**src/rtl/sram_bridge.sv**
```systemverilog
// sram_bridge: responder for the CPU RAM bus that turns each word or byte
// request into one or two timed byte cycles on an asynchronous 8-bit SRAM.
// Each byte phase runs ADDR -> STROBE (WAIT_CYCLES) -> RECOV. A word access
// runs two phases (even byte, then odd byte), and each access ends with a
// one-cycle DONE that pulses rdy.
module sram_bridge #(
    parameter int ADDR_W      = 19,
    parameter int WAIT_CYCLES = 1
) (
    input  logic              clk,
    input  logic              reset,
    input  logic [ADDR_W-1:0] addr,
    input  logic [15:0]       wdata,
    input  logic              we,
    input  logic              re,
    input  logic              be,
    output logic [15:0]       rdata,
    output logic              rdy,
    output logic              busy,
    output logic [ADDR_W-1:0] sram_addr,
    output logic [7:0]        sram_dq_out,
    input  logic [7:0]        sram_dq_in,
    output logic              sram_dq_oe,
    output logic              sram_ce_n,
    output logic              sram_oe_n,
    output logic              sram_we_n
);

    typedef enum logic [2:0] {
        S_IDLE,
        S_ADDR,
        S_STROBE,
        S_RECOV,
        S_DONE
    } state_t;

    // The strobe counter is loaded with WAIT_CYCLES-1 and counts down to zero.
    localparam logic [3:0] CNT_LOAD = 4'(WAIT_CYCLES - 1);

    state_t            state_q, state_d;
    logic [ADDR_W-1:0] addr_q, addr_d;      // even address for words, raw address for bytes
    logic [15:0]       wdata_q, wdata_d;
    logic              byte_q, byte_d;      // 1 = single-byte access
    logic              wr_q, wr_d;          // 1 = write, 0 = read
    logic              phase_q, phase_d;    // 0 = even/only byte, 1 = odd byte of a word
    logic [3:0]        cnt_q, cnt_d;
    logic [7:0]        cap_lo_q, cap_lo_d;  // byte read during phase 0
    logic [7:0]        cap_hi_q, cap_hi_d;  // byte read during phase 1
    logic [15:0]       rdata_q, rdata_d;

    // State register and all datapath flops; reset aborts any access in flight.
    always_ff @(posedge clk) begin
        if (reset) begin
            state_q  <= S_IDLE;
            addr_q   <= '0;
            wdata_q  <= '0;
            byte_q   <= 1'b0;
            wr_q     <= 1'b0;
            phase_q  <= 1'b0;
            cnt_q    <= '0;
            cap_lo_q <= '0;
            cap_hi_q <= '0;
            rdata_q  <= '0;
        end else begin
            state_q  <= state_d;
            addr_q   <= addr_d;
            wdata_q  <= wdata_d;
            byte_q   <= byte_d;
            wr_q     <= wr_d;
            phase_q  <= phase_d;
            cnt_q    <= cnt_d;
            cap_lo_q <= cap_lo_d;
            cap_hi_q <= cap_hi_d;
            rdata_q  <= rdata_d;
        end
    end

    // Next-state logic: sequence the byte phases and capture read data.
    always_comb begin
        state_d  = state_q;
        addr_d   = addr_q;
        wdata_d  = wdata_q;
        byte_d   = byte_q;
        wr_d     = wr_q;
        phase_d  = phase_q;
        cnt_d    = cnt_q;
        cap_lo_d = cap_lo_q;
        cap_hi_d = cap_hi_q;
        rdata_d  = rdata_q;
        unique case (state_q)
            S_IDLE: begin
                // Requests are only looked at here; we wins over re.
                if (we || re) begin
                    addr_d  = be ? addr : {addr[ADDR_W-1:1], 1'b0};
                    wdata_d = wdata;
                    byte_d  = be;
                    wr_d    = we;
                    phase_d = 1'b0;
                    state_d = S_ADDR;
                end
            end
            S_ADDR: begin
                cnt_d   = CNT_LOAD;
                state_d = S_STROBE;
            end
            S_STROBE: begin
                if (cnt_q == 4'd0) begin
                    // Sample the SRAM at the edge that ends the strobe.
                    if (!wr_q) begin
                        if (phase_q) begin
                            cap_hi_d = sram_dq_in;
                        end else begin
                            cap_lo_d = sram_dq_in;
                        end
                    end
                    state_d = S_RECOV;
                end else begin
                    cnt_d = cnt_q - 4'd1;
                end
            end
            S_RECOV: begin
                if (!byte_q && !phase_q) begin
                    phase_d = 1'b1;
                    state_d = S_ADDR;
                end else begin
                    // rdata changes only on the edge into DONE of a read.
                    if (!wr_q) begin
                        rdata_d = byte_q ? {8'h00, cap_lo_q} : {cap_hi_q, cap_lo_q};
                    end
                    state_d = S_DONE;
                end
            end
            S_DONE: begin
                state_d = S_IDLE;
            end
            default: begin
                state_d = S_IDLE;
            end
        endcase
    end

    // SRAM control decode: chip enabled through ADDR/STROBE/RECOV, pads driven
    // only for writes, so the SRAM output and the bridge never fight.
    always_comb begin
        sram_ce_n  = 1'b1;
        sram_oe_n  = 1'b1;
        sram_we_n  = 1'b1;
        sram_dq_oe = 1'b0;
        unique case (state_q)
            S_ADDR, S_RECOV: begin
                sram_ce_n  = 1'b0;
                sram_dq_oe = wr_q;
            end
            S_STROBE: begin
                sram_ce_n  = 1'b0;
                sram_dq_oe = wr_q;
                sram_we_n  = ~wr_q;
                sram_oe_n  = wr_q;
            end
            default: begin
                sram_ce_n  = 1'b1;
            end
        endcase
    end

    // Phase 1 sets bit 0 of the even address, so it can never carry.
    assign sram_addr   = {addr_q[ADDR_W-1:1], addr_q[0] | phase_q};
    assign sram_dq_out = phase_q ? wdata_q[15:8] : wdata_q[7:0];
    assign rdata       = rdata_q;
    assign rdy         = (state_q == S_DONE);
    assign busy        = (state_q != S_IDLE);

endmodule

```
**config.mk**
```make
export PLATFORM = sky130hd
export DESIGN_NAME = sram_bridge
export DESIGN_NICKNAME = d
export VERILOG_FILES = /design/src/rtl/sram_bridge.sv
export SDC_FILE = /design/constraint.sdc
export NUM_CORES = 1
export LEC_CHECK = 0
export CAP_MARGIN = 5
export CORE_UTILIZATION = 44
export DETAILED_ROUTE_END_ITERATION = 8
export GPL_TIMING_DRIVEN = 0
export PLACE_DENSITY = 0.75
export SYNTH_ARGS = -nofsm -noshare
export SYNTH_HDL_FRONTEND = slang
export SYNTH_SLANG_ARGS = --single-unit
```
**constraint.sdc**
```tcl
create_clock -name clk -period 4.15 [get_ports clk]
set_input_delay 1.0375 -clock clk [delete_from_list [all_inputs] [get_ports clk]]
set_output_delay 1.0375 -clock clk [all_outputs]
set_load 0.1 [all_outputs]
```
Fig. 1: gate-type map
The bar under the picture is 20 µm long.
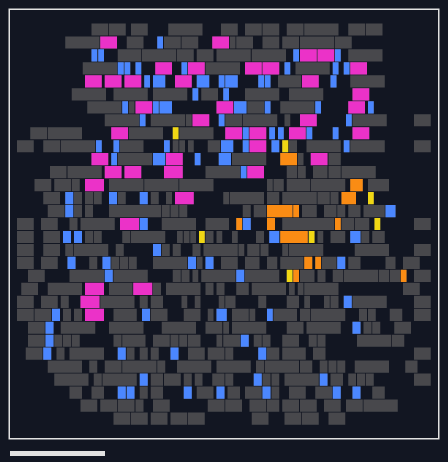
| colour | family | cells | most used |
|---|---|---|---|
| magenta | mux cells | 40 | mux2i_1 |
| blue | nand cells | 91 | nand2_1 |
| yellow | inv cells | 7 | inv_1 |
| orange | nor cells | 13 | nor2_1 |

Fig. 2: signal wires on met3
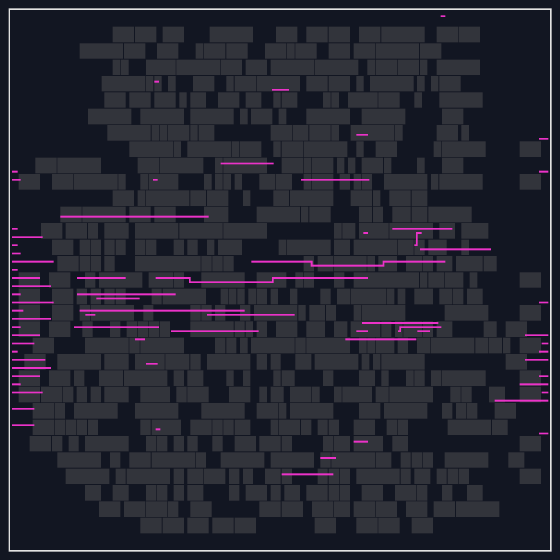
longest straight run: 27.1 µm
main direction: horizontal
nets with wire on the layer: 60
share of all routed wire: 4.6%
wire length on this layer: 406 µm
DRT Wirelength: 8814 µm
number of vias in the routed layout: 3128

Fig. 3: clock distribution
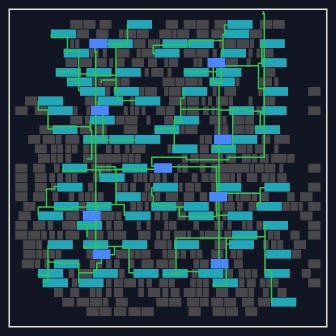
[cyan] flip-flops | count: 77
[blue] clock-net drivers | count: 9
[green] clock wires | length: 881 µm
routed clock nets: 10
flops lie: spread over the die
final worst clock skew: 0.006665 ns
Power Clock: 0.000635 W
clock share of power: 26.5%
source-to-sink clock delay at the later pin of the worst-skew pair: 0.35 ns

[worst paths after layout]
kind	endpoint	slack, ns	depth (start not counted)
setup / recovery	busy	0.21	5
hold / removal	cap_hi_q[5]	0.46	2
setup reg to reg	cap_lo_q[7]	2.19	5
hold reg to reg	cap_hi_q[5]	0.46	2
[routing by layer]
metal	vias to the layer above	wire length, µm
li1	1548	-
met1	1474	3985
met2	92	4261
met3	14	406
met4	0	161
met5	-	0
[sequential cells by signal (all words and copies together), names as in the netlist]
name and count:
cnt_q 4, phase_q 1, byte_q 1, cap_hi_q 8
wr_q 1, state_q 3, addr_q 19, rdata 16
cap_lo_q 8, wdata_q 16
[cells by family (layout without fill, tap and decap cells)]
logic type / after synthesis / in the layout / share of synthesized area [%]
simple gates: 118 / 118 / 18.24
compound gates: 89 / 89 / 13.99
flops: 77 / 77 / 45.48
buf+inv: 60 / 171 / 8.933
mux: 40 / 40 / 12.11
fa+ha+maj: 2 / 2 / 0.7382
xor+xnor: 2 / 2 / 0.5169
[final cells by class]
type                       instances  area share, %
clock buffer                      12          3.308
multi-input combinational        251          32.95
sequential                        77          32.87
buffer                            53          5.896
timing repair buffer              95          20.28
inverter                           7         0.5603
clock inverter                     4          1.494
tap                               99          2.641
[per-stage QoR]
step	total power, W	setup slack (ns)	utilization [%]	hold slack, ns	area, µm²
after floorplan	0.001543	0.6566	-	0.4349	3390
after global placement	0.001758	0.6096	60.90	0.4460	4464
after detailed placement	0.001773	0.6187	60.90	0.4489	4464
after CTS	0.002403	0.2355	63.97	0.4640	4690
after global routing	0.002492	0.09349	63.97	0.4777	4690
final	0.002398	0.2066	63.97	0.4618	4690
==> summary.json <==
{
  "number_of_standard_cell_rows_in_the_floorplan": {"value": 31},
  "worstPathRequired": {"value": 3.11, "unit": "ns"},
  "top_cells_by_area": {"value": "sky130_fd_sc_hd__dfxtp_1, sky130_fd_sc_hd__mux2i_1, sky130_fd_sc_hd__a21oi_1, sky130_fd_sc_hd__nand3_1, sky130_fd_sc_hd__o21ai_0"},
  "netlist-cell-type-count": {"value": 41},
  "drv.max_cap_violation_count": {"value": 0},
  "dp_hpwl": {"value": 6331, "unit": "µm"},
  "p_comb_share": {"value": 38.4, "unit": "%"},
  "powerComb": {"value": 0.000920, "unit": "W"},
  "rsz_0062_raised_after_global_routing": {"value": "false"},
  "dieHeight": {"value": 89.77, "unit": "µm"},
  "detail_route.first_pass.iterations": {"value": 4},
  "layout.cells.most_common": {"value": "sky130_fd_sc_hd__clkdlybuf4s50_1"},
  "vdd_ir_drop_max": {"value": 0.0002871, "unit": "V"},
  "area.growth.synth_to_final": {"value": 38.35, "unit": "%"},
  "postCtsSetupRepairBufs": {"value": 0},
  "outcome": {"value": "complete, no violations"},
  "final_period_minus_worst_setup_slack": {"value": 3.943, "unit": "ns"},
  "tritoncts_num_sinks": {"value": 77},
  "timing.critical_path.arrival": {"value": 2.91, "unit": "ns"},
  "critical_path.max_fanout": {"value": 10},
  "post_layout_nonfiller_instances": {"value": 598},
  "multiInputGateArea": {"value": 0.001545, "unit": "mm²"},
  "post_drt_via_cell_ratio": {"value": 5.231},
  "min_period_over_period": {"value": 95.02, "unit": "%"},
  "gr-usage-met3": {"value": 3.046, "unit": "%"},
  "min_from": {"value": "cap_hi_q[5]"},
  "crit_family": {"value": "buffers and inverters"},
  "clk_root_buffer_cell": {"value": "sky130_fd_sc_hd__clkbuf_8"},
  "cts.repair.resized": {"value": 0},
  "post_route_cells_drive_above_1_share": {"value": 10.82, "unit": "%"},
  "cpMaxStageDelayCell": {"value": "sky130_fd_sc_hd__clkdlybuf4s50_1"},
  "worst_path_largest_cell_delay": {"value": 1.22, "unit": "ns"},
  "globalRouteTotalUtil": {"value": 21.94, "unit": "%"},
  "worst_hold_path_type": {"value": "reg2reg"},
  "maxSlewViolCount": {"value": 0},
  "die.size.x": {"value": 89.77, "unit": "µm"},
  "antenna_cells_inserted": {"value": 0},
  "yosysSeqAreaShare": {"value": 45.48, "unit": "%"},
  "seqPwrFrac": {"value": 35.2, "unit": "%"},
  "switchingPower": {"value": 0.0009421, "unit": "W"},
  "seq-power": {"value": 0.000843, "unit": "W"},
  "finalSetupViolCount": {"value": 0},
  "critical_path_class": {"value": "reg2out"},
  "sw_share": {"value": 39.28, "unit": "%"},
  "critical_path.startpoint_type": {"value": "register"},
  "path_common_cell": {"value": "sky130_fd_sc_hd__clkbuf_1"},
  "top_power_group": {"value": "combinational logic"},
  "post_drt_wl_per_cell": {"value": 14.74, "unit": "µm"},
  "int_power": {"value": 0.001456, "unit": "W"},
  "tritoncts_clock_tree": {"value": "yes"},
  "most_frequent_cells_in_the_layout": {"value": "sky130_fd_sc_hd__clkdlybuf4s50_1, sky130_fd_sc_hd__dfxtp_1, sky130_fd_sc_hd__nand2_1"},
  "crit_chain": {"value": "nor3_1 > inv_1 > clkbuf_1 > clkbuf_1 > clkdlybuf4s50_1"},
  "largest_net_degree_at_the_start_of_global_routing": {"value": 13},
  "clkSlewWorstSetupHoldPaths": {"value": 0.08, "unit": "ns"},
  "f_max": {"value": 253.6, "unit": "MHz"},
  "synth_dominant_cell_count": {"value": "sky130_fd_sc_hd__dfxtp_1"},
  "synthDominantAreaCellType": {"value": "sky130_fd_sc_hd__dfxtp_1"},
  "worstSetupEndpointType": {"value": "output pin"},
  "cellPowerDensity": {"value": 511.4, "unit": "mW/mm²"},
  "synthFlopType": {"value": "sky130_fd_sc_hd__dfxtp_1"},
  "static_leak": {"value": 1.742, "unit": "nW"},
  "ios": {"value": 97},
  "detail_route.iter0.violations": {"value": 145},
  "warning_count": {"value": 27},
  "antenna_found_initial": {"value": 0},
  "ys_async_sr_fraction": {"value": 0, "unit": "%"},
  "global_route_wire_length_before_repair": {"value": 14130, "unit": "µm"},
  "yosys-stat-cells": {"value": 388},
  "yosysWarnings": {"value": 0}
}
Power and IR drop assume default switching activity.
